Where the registers sit:
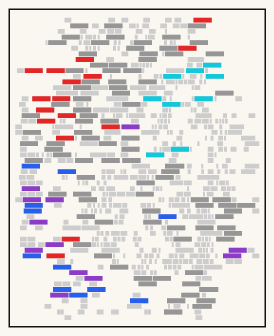
Metal 3:
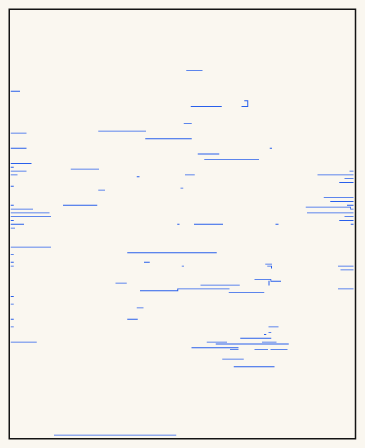
Signal wires by layer:
Two of the layers only.
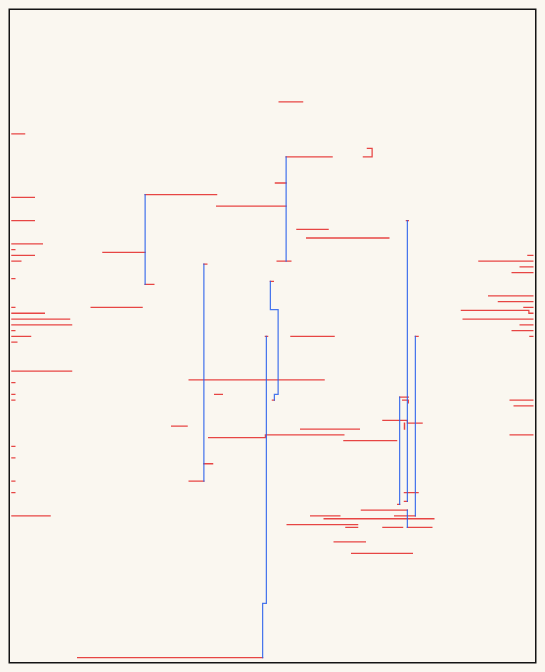
Pin map:
Pins as bars across the die edge, other pins in gray.
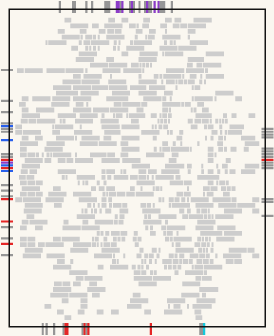
Congestion heat map:
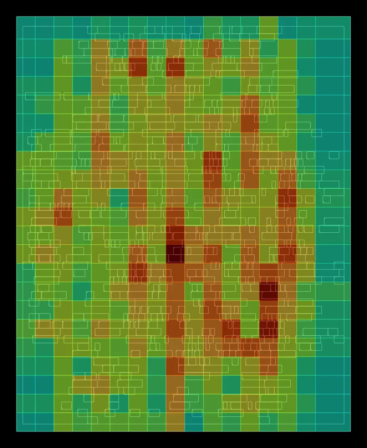
==> config.mk <==
export PLATFORM = sky130hd
export DESIGN_NAME = gpu_bus_bridge
export DESIGN_NICKNAME = d
export VERILOG_FILES = /design/src/rtl/gpu_bus_bridge.sv
export SDC_FILE = /design/constraint.sdc
export NUM_CORES = 1
export LEC_CHECK = 0
export CAP_MARGIN = 20
export CORE_ASPECT_RATIO = 1.25
export CORE_MARGIN = 2
export CORE_UTILIZATION = 35
export CTS_BUF_LIST = sky130_fd_sc_hd__clkbuf_16
export DETAILED_ROUTE_END_ITERATION = 16
export HOLD_SLACK_MARGIN = 0.06
export PLACE_DENSITY = 0.55
export SKIP_CTS_REPAIR_TIMING = 1
export SYNTH_ARGS = -nofsm -noshare
export SYNTH_HDL_FRONTEND = slang
export SYNTH_SLANG_ARGS = --single-unit
==> constraint.sdc <==
create_clock -name clk -period 3.2 [get_ports clk]
set_input_delay 0.64 -clock clk [delete_from_list [all_inputs] [get_ports clk]]
set_output_delay 0.64 -clock clk [all_outputs]
set_load 0.03 [all_outputs]
==> src/rtl/gpu_bus_bridge.sv <==
// Host-CPU to GPU register bridge.
// A 6502-side strobe (cs_clock, active low, asynchronous) is synchronised together with the
// addr/data_in/rw bus; each falling edge of the synchronised strobe commits one register access.
// DATA writes store through an auto-incrementing 16-bit VRAM pointer into the tile, attribute
// or colour memory write port; FILL repeats the DATA latch for N consecutive cycles.
// Ports:
//   clk, rst_n                    system clock, asynchronous active-low reset
//   cs_clock, rw, addr, data_in   CPU bus (strobe active low; rw 1 = read)
//   data_out, data_oe             read-back data and its drive enable
//   busy                          fill engine writing
//   *_memory_write_{enable,addr,data}  one-cycle write ports per VRAM region
module gpu_bus_bridge #(
    parameter int unsigned SYNC_STAGES = 2,
    parameter int unsigned TILE_AW     = 11,
    parameter int unsigned ATTR_AW     = 12,
    parameter int unsigned COLOR_AW    = 4,
    parameter logic [15:0] TILE_BASE   = 16'h0000,
    parameter logic [15:0] ATTR_BASE   = 16'h0800,
    parameter logic [15:0] COLOR_BASE  = 16'h1800
) (
    input  logic                clk,
    input  logic                rst_n,
    input  logic                cs_clock,
    input  logic                rw,
    input  logic [2:0]          addr,
    input  logic [7:0]          data_in,
    output logic [7:0]          data_out,
    output logic                data_oe,
    output logic                busy,
    output logic                tile_memory_write_enable,
    output logic [TILE_AW-1:0]  tile_memory_write_addr,
    output logic [7:0]          tile_memory_write_data,
    output logic                attribute_memory_write_enable,
    output logic [ATTR_AW-1:0]  attribute_memory_write_addr,
    output logic [7:0]          attribute_memory_write_data,
    output logic                color_memory_write_enable,
    output logic [COLOR_AW-1:0] color_memory_write_addr,
    output logic [7:0]          color_memory_write_data
);

    typedef enum logic {StIdle, StFill} state_e;

    localparam logic [16:0] TileSize  = 17'd1 << TILE_AW;
    localparam logic [16:0] AttrSize  = 17'd1 << ATTR_AW;
    localparam logic [16:0] ColorSize = 17'd1 << COLOR_AW;

    // Bus synchroniser; the strobe chain idles high.
    logic [SYNC_STAGES-1:0] cs_sync_q;
    logic [SYNC_STAGES-1:0] rw_sync_q;
    logic [2:0]             addr_sync_q [SYNC_STAGES];
    logic [7:0]             data_sync_q [SYNC_STAGES];
    logic                   cs_prev_q;

    // Registered command, processed the cycle after the strobe fall is seen.
    logic       commit_q;
    logic       cmd_rw_q;
    logic [2:0] cmd_addr_q;
    logic [7:0] cmd_data_q;

    state_e      state_q, state_d;
    logic [15:0] ptr_q, ptr_d;
    logic [7:0]  inc_q, inc_d;
    logic [7:0]  data_q, data_d;
    logic [8:0]  count_q, count_d;
    logic        miss_q, miss_d;
    logic        ovr_q, ovr_d;
    logic        busy_q;

    logic        wr_req;
    logic [7:0]  wr_val;
    logic        clr_status, set_miss, set_ovr;
    logic        tile_we_d, attr_we_d, color_we_d;
    logic [16:0] tile_diff, attr_diff, color_diff;
    logic        tile_hit, attr_hit, color_hit;

    logic                tile_we_q, attr_we_q, color_we_q;
    logic [TILE_AW-1:0]  tile_addr_q;
    logic [ATTR_AW-1:0]  attr_addr_q;
    logic [COLOR_AW-1:0] color_addr_q;
    logic [7:0]          tile_data_q, attr_data_q, color_data_q;

    always_ff @(posedge clk or negedge rst_n) begin
        if (!rst_n) begin
            cs_sync_q <= '1;
            rw_sync_q <= '0;
            for (int i = 0; i < int'(SYNC_STAGES); i++) begin
                addr_sync_q[i] <= '0;
                data_sync_q[i] <= '0;
            end
            cs_prev_q  <= 1'b1;
            commit_q   <= 1'b0;
            cmd_rw_q   <= 1'b0;
            cmd_addr_q <= '0;
            cmd_data_q <= '0;
        end else begin
            cs_sync_q      <= {cs_sync_q[SYNC_STAGES-2:0], cs_clock};
            rw_sync_q      <= {rw_sync_q[SYNC_STAGES-2:0], rw};
            addr_sync_q[0] <= addr;
            data_sync_q[0] <= data_in;
            for (int i = 1; i < int'(SYNC_STAGES); i++) begin
                addr_sync_q[i] <= addr_sync_q[i-1];
                data_sync_q[i] <= data_sync_q[i-1];
            end
            cs_prev_q  <= cs_sync_q[SYNC_STAGES-1];
            commit_q   <= cs_prev_q & ~cs_sync_q[SYNC_STAGES-1];
            cmd_rw_q   <= rw_sync_q[SYNC_STAGES-1];
            cmd_addr_q <= addr_sync_q[SYNC_STAGES-1];
            cmd_data_q <= data_sync_q[SYNC_STAGES-1];
        end
    end

    // Region decode; a borrow out of the 17-bit subtraction means PTR is below the base.
    assign tile_diff  = {1'b0, ptr_q} - {1'b0, TILE_BASE};
    assign attr_diff  = {1'b0, ptr_q} - {1'b0, ATTR_BASE};
    assign color_diff = {1'b0, ptr_q} - {1'b0, COLOR_BASE};
    assign tile_hit   = ~tile_diff[16]  && ({1'b0, tile_diff[15:0]}  < TileSize);
    assign attr_hit   = ~attr_diff[16]  && ({1'b0, attr_diff[15:0]}  < AttrSize);
    assign color_hit  = ~color_diff[16] && ({1'b0, color_diff[15:0]} < ColorSize);

    always_comb begin
        state_d    = state_q;
        ptr_d      = ptr_q;
        inc_d      = inc_q;
        data_d     = data_q;
        count_d    = count_q;
        wr_req     = 1'b0;
        wr_val     = data_q;
        clr_status = 1'b0;
        set_miss   = 1'b0;
        set_ovr    = 1'b0;
        tile_we_d  = 1'b0;
        attr_we_d  = 1'b0;
        color_we_d = 1'b0;

        unique case (state_q)
            StIdle: begin
                if (commit_q) begin
                    if (cmd_rw_q) begin
                        clr_status = (cmd_addr_q == 3'd0);
                    end else begin
                        case (cmd_addr_q)
                            3'd3: inc_d = cmd_data_q;
                            3'd4: ptr_d[7:0] = cmd_data_q;
                            3'd5: ptr_d[15:8] = cmd_data_q;
                            3'd6: begin
                                data_d = cmd_data_q;
                                wr_req = 1'b1;
                                wr_val = cmd_data_q;
                            end
                            3'd7: begin
                                count_d = (cmd_data_q == 8'd0) ? 9'd256 : {1'b0, cmd_data_q};
                                state_d = StFill;
                            end
                            default: ;
                        endcase
                    end
                end
            end
            StFill: begin
                wr_req  = 1'b1;
                count_d = count_q - 9'd1;
                if (count_q == 9'd1) begin
                    state_d = StIdle;
                end
                if (commit_q) begin
                    if (cmd_rw_q) begin
                        clr_status = (cmd_addr_q == 3'd0);
                    end else begin
                        set_ovr = (cmd_addr_q >= 3'd3);
                    end
                end
            end
            default: state_d = StIdle;
        endcase

        if (wr_req) begin
            ptr_d = ptr_q + {8'h00, inc_q};
            if (tile_hit) begin
                tile_we_d = 1'b1;
            end else if (attr_hit) begin
                attr_we_d = 1'b1;
            end else if (color_hit) begin
                color_we_d = 1'b1;
            end else begin
                set_miss = 1'b1;
            end
        end

        // A set in the same cycle as a STATUS read wins over the clear.
        miss_d = (miss_q & ~clr_status) | set_miss;
        ovr_d  = (ovr_q & ~clr_status) | set_ovr;
    end

    always_ff @(posedge clk or negedge rst_n) begin
        if (!rst_n) begin
            state_q      <= StIdle;
            ptr_q        <= '0;
            inc_q        <= 8'd1;
            data_q       <= '0;
            count_q      <= '0;
            miss_q       <= 1'b0;
            ovr_q        <= 1'b0;
            busy_q       <= 1'b0;
            tile_we_q    <= 1'b0;
            attr_we_q    <= 1'b0;
            color_we_q   <= 1'b0;
            tile_addr_q  <= '0;
            attr_addr_q  <= '0;
            color_addr_q <= '0;
            tile_data_q  <= '0;
            attr_data_q  <= '0;
            color_data_q <= '0;
        end else begin
            state_q    <= state_d;
            ptr_q      <= ptr_d;
            inc_q      <= inc_d;
            data_q     <= data_d;
            count_q    <= count_d;
            miss_q     <= miss_d;
            ovr_q      <= ovr_d;
            // Registered alongside the write ports so busy covers exactly the fill writes.
            busy_q     <= (state_q == StFill);
            tile_we_q  <= tile_we_d;
            attr_we_q  <= attr_we_d;
            color_we_q <= color_we_d;
            if (tile_we_d) begin
                tile_addr_q <= tile_diff[TILE_AW-1:0];
                tile_data_q <= wr_val;
            end
            if (attr_we_d) begin
                attr_addr_q <= attr_diff[ATTR_AW-1:0];
                attr_data_q <= wr_val;
            end
            if (color_we_d) begin
                color_addr_q <= color_diff[COLOR_AW-1:0];
                color_data_q <= wr_val;
            end
        end
    end

    // Read-back is pure selection on the raw address; side effects wait for the commit.
    always_comb begin
        data_out = 8'h00;
        case (addr)
            3'd0:    data_out = {5'b0, ovr_q, miss_q, busy_q | (state_q == StFill)};
            3'd3:    data_out = inc_q;
            3'd4:    data_out = ptr_q[7:0];
            3'd5:    data_out = ptr_q[15:8];
            3'd6:    data_out = data_q;
            3'd7:    data_out = count_q[7:0];
            default: data_out = 8'h00;
        endcase
    end

    assign data_oe = ~cs_clock & rw & rst_n;
    assign busy    = busy_q;

    assign tile_memory_write_enable      = tile_we_q;
    assign tile_memory_write_addr        = tile_addr_q;
    assign tile_memory_write_data        = tile_data_q;
    assign attribute_memory_write_enable = attr_we_q;
    assign attribute_memory_write_addr   = attr_addr_q;
    assign attribute_memory_write_data   = attr_data_q;
    assign color_memory_write_enable     = color_we_q;
    assign color_memory_write_addr       = color_addr_q;
    assign color_memory_write_data       = color_data_q;

endmodule

==> impl_metrics.tcl <==
# yosys + openroad results
set metrics [dict create \
    status "finished, final reports clean" \
    inverters_excl_clock 20 \
    startpoint_type "input pin" \
    buffer_area_frac 0.116 \
    ys_sh_aoi 0.115 \
    clock_buffers 17 \
    clk_share 0.0771 \
    dr.pass1.iters 4 \
    top_area_cell "dfrtp_1" \
    synthToLayoutAreaGrowth_pct 26.5 \
    hold_path.class "input pin to asynchronous set/reset pin" \
    fmax_mhz 344 \
    worstPathArrival_ns 2.27 \
    ys_seq_frac 0.559 \
    hold_violations 0 \
    warning_count 30 \
    ant_nets 0 \
    cp-endpoint "data_out[0]" \
    drt_iter0_drc 264 \
    cts_root_buf "clkbuf_16" \
    seq_power_share 0.384 \
    drive_gt1_frac 0.187 \
    fp-utilization 0.358 \
    layout.non_clock_buffers 87 \
    clock_latency_ns 0.42 \
    area_leaders "dfrtp_1 54%, mux2_2 6.9%, mux2i_4 2.9%, nand2_1 2.7%, o21ai_0 2.7%" \
    final_nets 637 \
    ir_worst_vdd_mv 0.401 \
    reg2reg_depth 9 \
    dominant-cell-class "flip-flops and latches" \
    r2r_start "ptr_q[0]" \
    combPwrFrac 0.332 \
    fin_ws_ns 0.293 \
    finalClockPeriodUsage 0.908 \
    cts_tree "yes" \
    gp_routability_congestion 0.864 \
    topCombFamilyByArea "multiplexers" \
    clkPwrFrac 0.283 \
    syn_avg_cell_area_um2 11.7 \
    synthesis.area_um2 6230 \
    p_sw_frac 0.365 \
    ys_ff 139 \
    core_um2 17400 \
    r2r_slack_ns 0.64 \
    ys_warn_count 0 \
    critPathLaunch "addr[1]" \
    drv_cap 0 \
    common_cells "135 x dfrtp_1, 45 x nand2_1, 39 x nor2_1" \
    synthSimpleGateAreaFrac 0.115 \
    report.final.slew_viol_count 0 \
    slew_headroom 0.468 \
    fin_crit_ns 2.91 \
    grt_first_pass_wirelength_um 26000 \
    edf_count 0 \
    powerDensity_nw_per_um2 901 \
    r2r_end "ptr_q[12]" \
    synthCells 532 \
    synthArstFlopShare 1.00 \
    xor_share 0.0169 \
    yosys_area_um2 6230 \
    setup_violations 0 \
    top_cell_area_share 0.542 \
    intPower_mw 4.51 \
    grt_max_degree 140 \
    synth-main-ff-cell "dfrtp_1" \
    end_kind "output port" \
    grt_pass1_vias 4533 \
    cts_made_buffers 17 \
    synthAdderAreaFrac 0.0273 \
    overflow 0 \
    leakagePower_nw 3.51 \
    rsz0062_at_grt "no" \
    tightest_slew_ns 0.798 \
    synth_cell_types 61 \
    critPathMaxFanout 6 \
    dpl_worst_slack_ns 0.308 \
    ys_cells 532 \
]
Back to the opening pictures, 'where the registers sit':
Key: data_sync_q = red [flops 16]; count_q = cyan [flops 9]; attribute_memory_write_addr = purple [flops 12]; tile_memory_write_addr = blue [flops 11]
Another 91 sequential cells are not colored.
flop share of the area: 0.442
FF/Latch Area: 3480 µm²
fin util: 0.452
sequential power: 2.73 mW

Back to the opening pictures, 'metal 3':
The longest straight run is 43.5 µm. The wires run mostly horizontal. 63 nets have wire on it.
met3 Use GR: 0.0369
Total Wirelength: 16300 µm
via count: 4346

Back to the opening pictures, 'signal wires by layer':
Key: metal 4 = blue [wire length 341 µm]; metal 3 = red [wire length 587 µm]
gr usage total: 0.185
wire per inst: 19.3 µm

Back to the opening pictures, 'pin map':
Key: tile_memory_write_data = purple [pins 8, direction output, edge 7 top, 1 left]; color_memory_write_addr = blue [pins 4, direction output, edge left]; tile_memory_write_addr = red [pins 11, direction output, edge 5 left, 5 bottom, 1 right]; cs_clock = cyan [pins 1, direction input, edge bottom]
All pins by edge: 26 top, 24 left, 15 right, 14 bottom.
DIE HEIGHT: 153 µm
I/O Buffers: 78
Die Width: 123 µm

Back to the opening pictures, 'congestion heat map':
grt peak-use layer: met2
met2 usage: 0.290

==> power by group through the flow <==
stage	registers [mW]	clock network (mW)	logic (mW)
after floorplan	2.82	0	1.29
after global placement	2.75	0	2.32
after detailed placement	2.76	0	2.36
after CTS	2.73	2.07	2.37
after global routing	2.79	2.16	2.57
final	2.73	2.01	2.36
==> critical path, stage by stage <==
cell and delay [ns]:
clkdlybuf4s50_1 0.61, nor2b_1 0.42, a22o_1 0.22, a22oi_1 0.06, o21ai_0 0.15, buf_12 0.17
==> metrics by stage <==
step           hold WS (ns)  cells  area [µm²]
2_1_floorplan         0.331    532        6230
3_3_place_gp          0.334    814        7280
3_5_place_dp          0.336    814        7280
4_1_cts               0.348    845        7890
5_1_grt               0.351    845        7890
6_report              0.266    845        7890
==> routing by layer <==
layer	track usage	up-vias	routed length [µm]
li1	-	2038	-
met1	0.253	2169	7540
met2	0.290	117	7870
met3	0.0369	22	586
met4	0.0649	0	340
met5	0	-	0
==> placed cells by master (no fill, tap or decap), types with 3 or more instances in the layout <==
master           netlist  final
dfrtp_1              135    135
clkdlybuf4s50_1        0     69
nand2_1               45     45
nor2_1                39     38
mux2_2                38     38
o21ai_0               33     33
a21oi_1               27     27
clkbuf_16              0     17
inv_1                 11     14
mux2i_1               13     13
ha_1                  12     12
nor2b_1               11     11
a22o_1                11     11
buf_4                  2     10
inv_2                  9      9
mux2i_4                8      8
nand3_1                8      8
xor2_1                 7      7
a31oi_1                7      7
buf_12                 1      7
nor3_1                 6      6
and3_1                 6      6
a211oi_1               6      6
nor4_1                 5      5
xnor2_1                5      5
o22ai_1                4      4
a21o_1                 4      4
mux2_1                 4      4
bufinv_16              0      4
dfstp_2                4      4
and2_1                 3      3
a22oi_1                3      3
nand2b_1               3      3
or4_1                  3      3
clkinv_4               0      3
Power figures rest on the tool's default switching activity, not on a simulated workload.
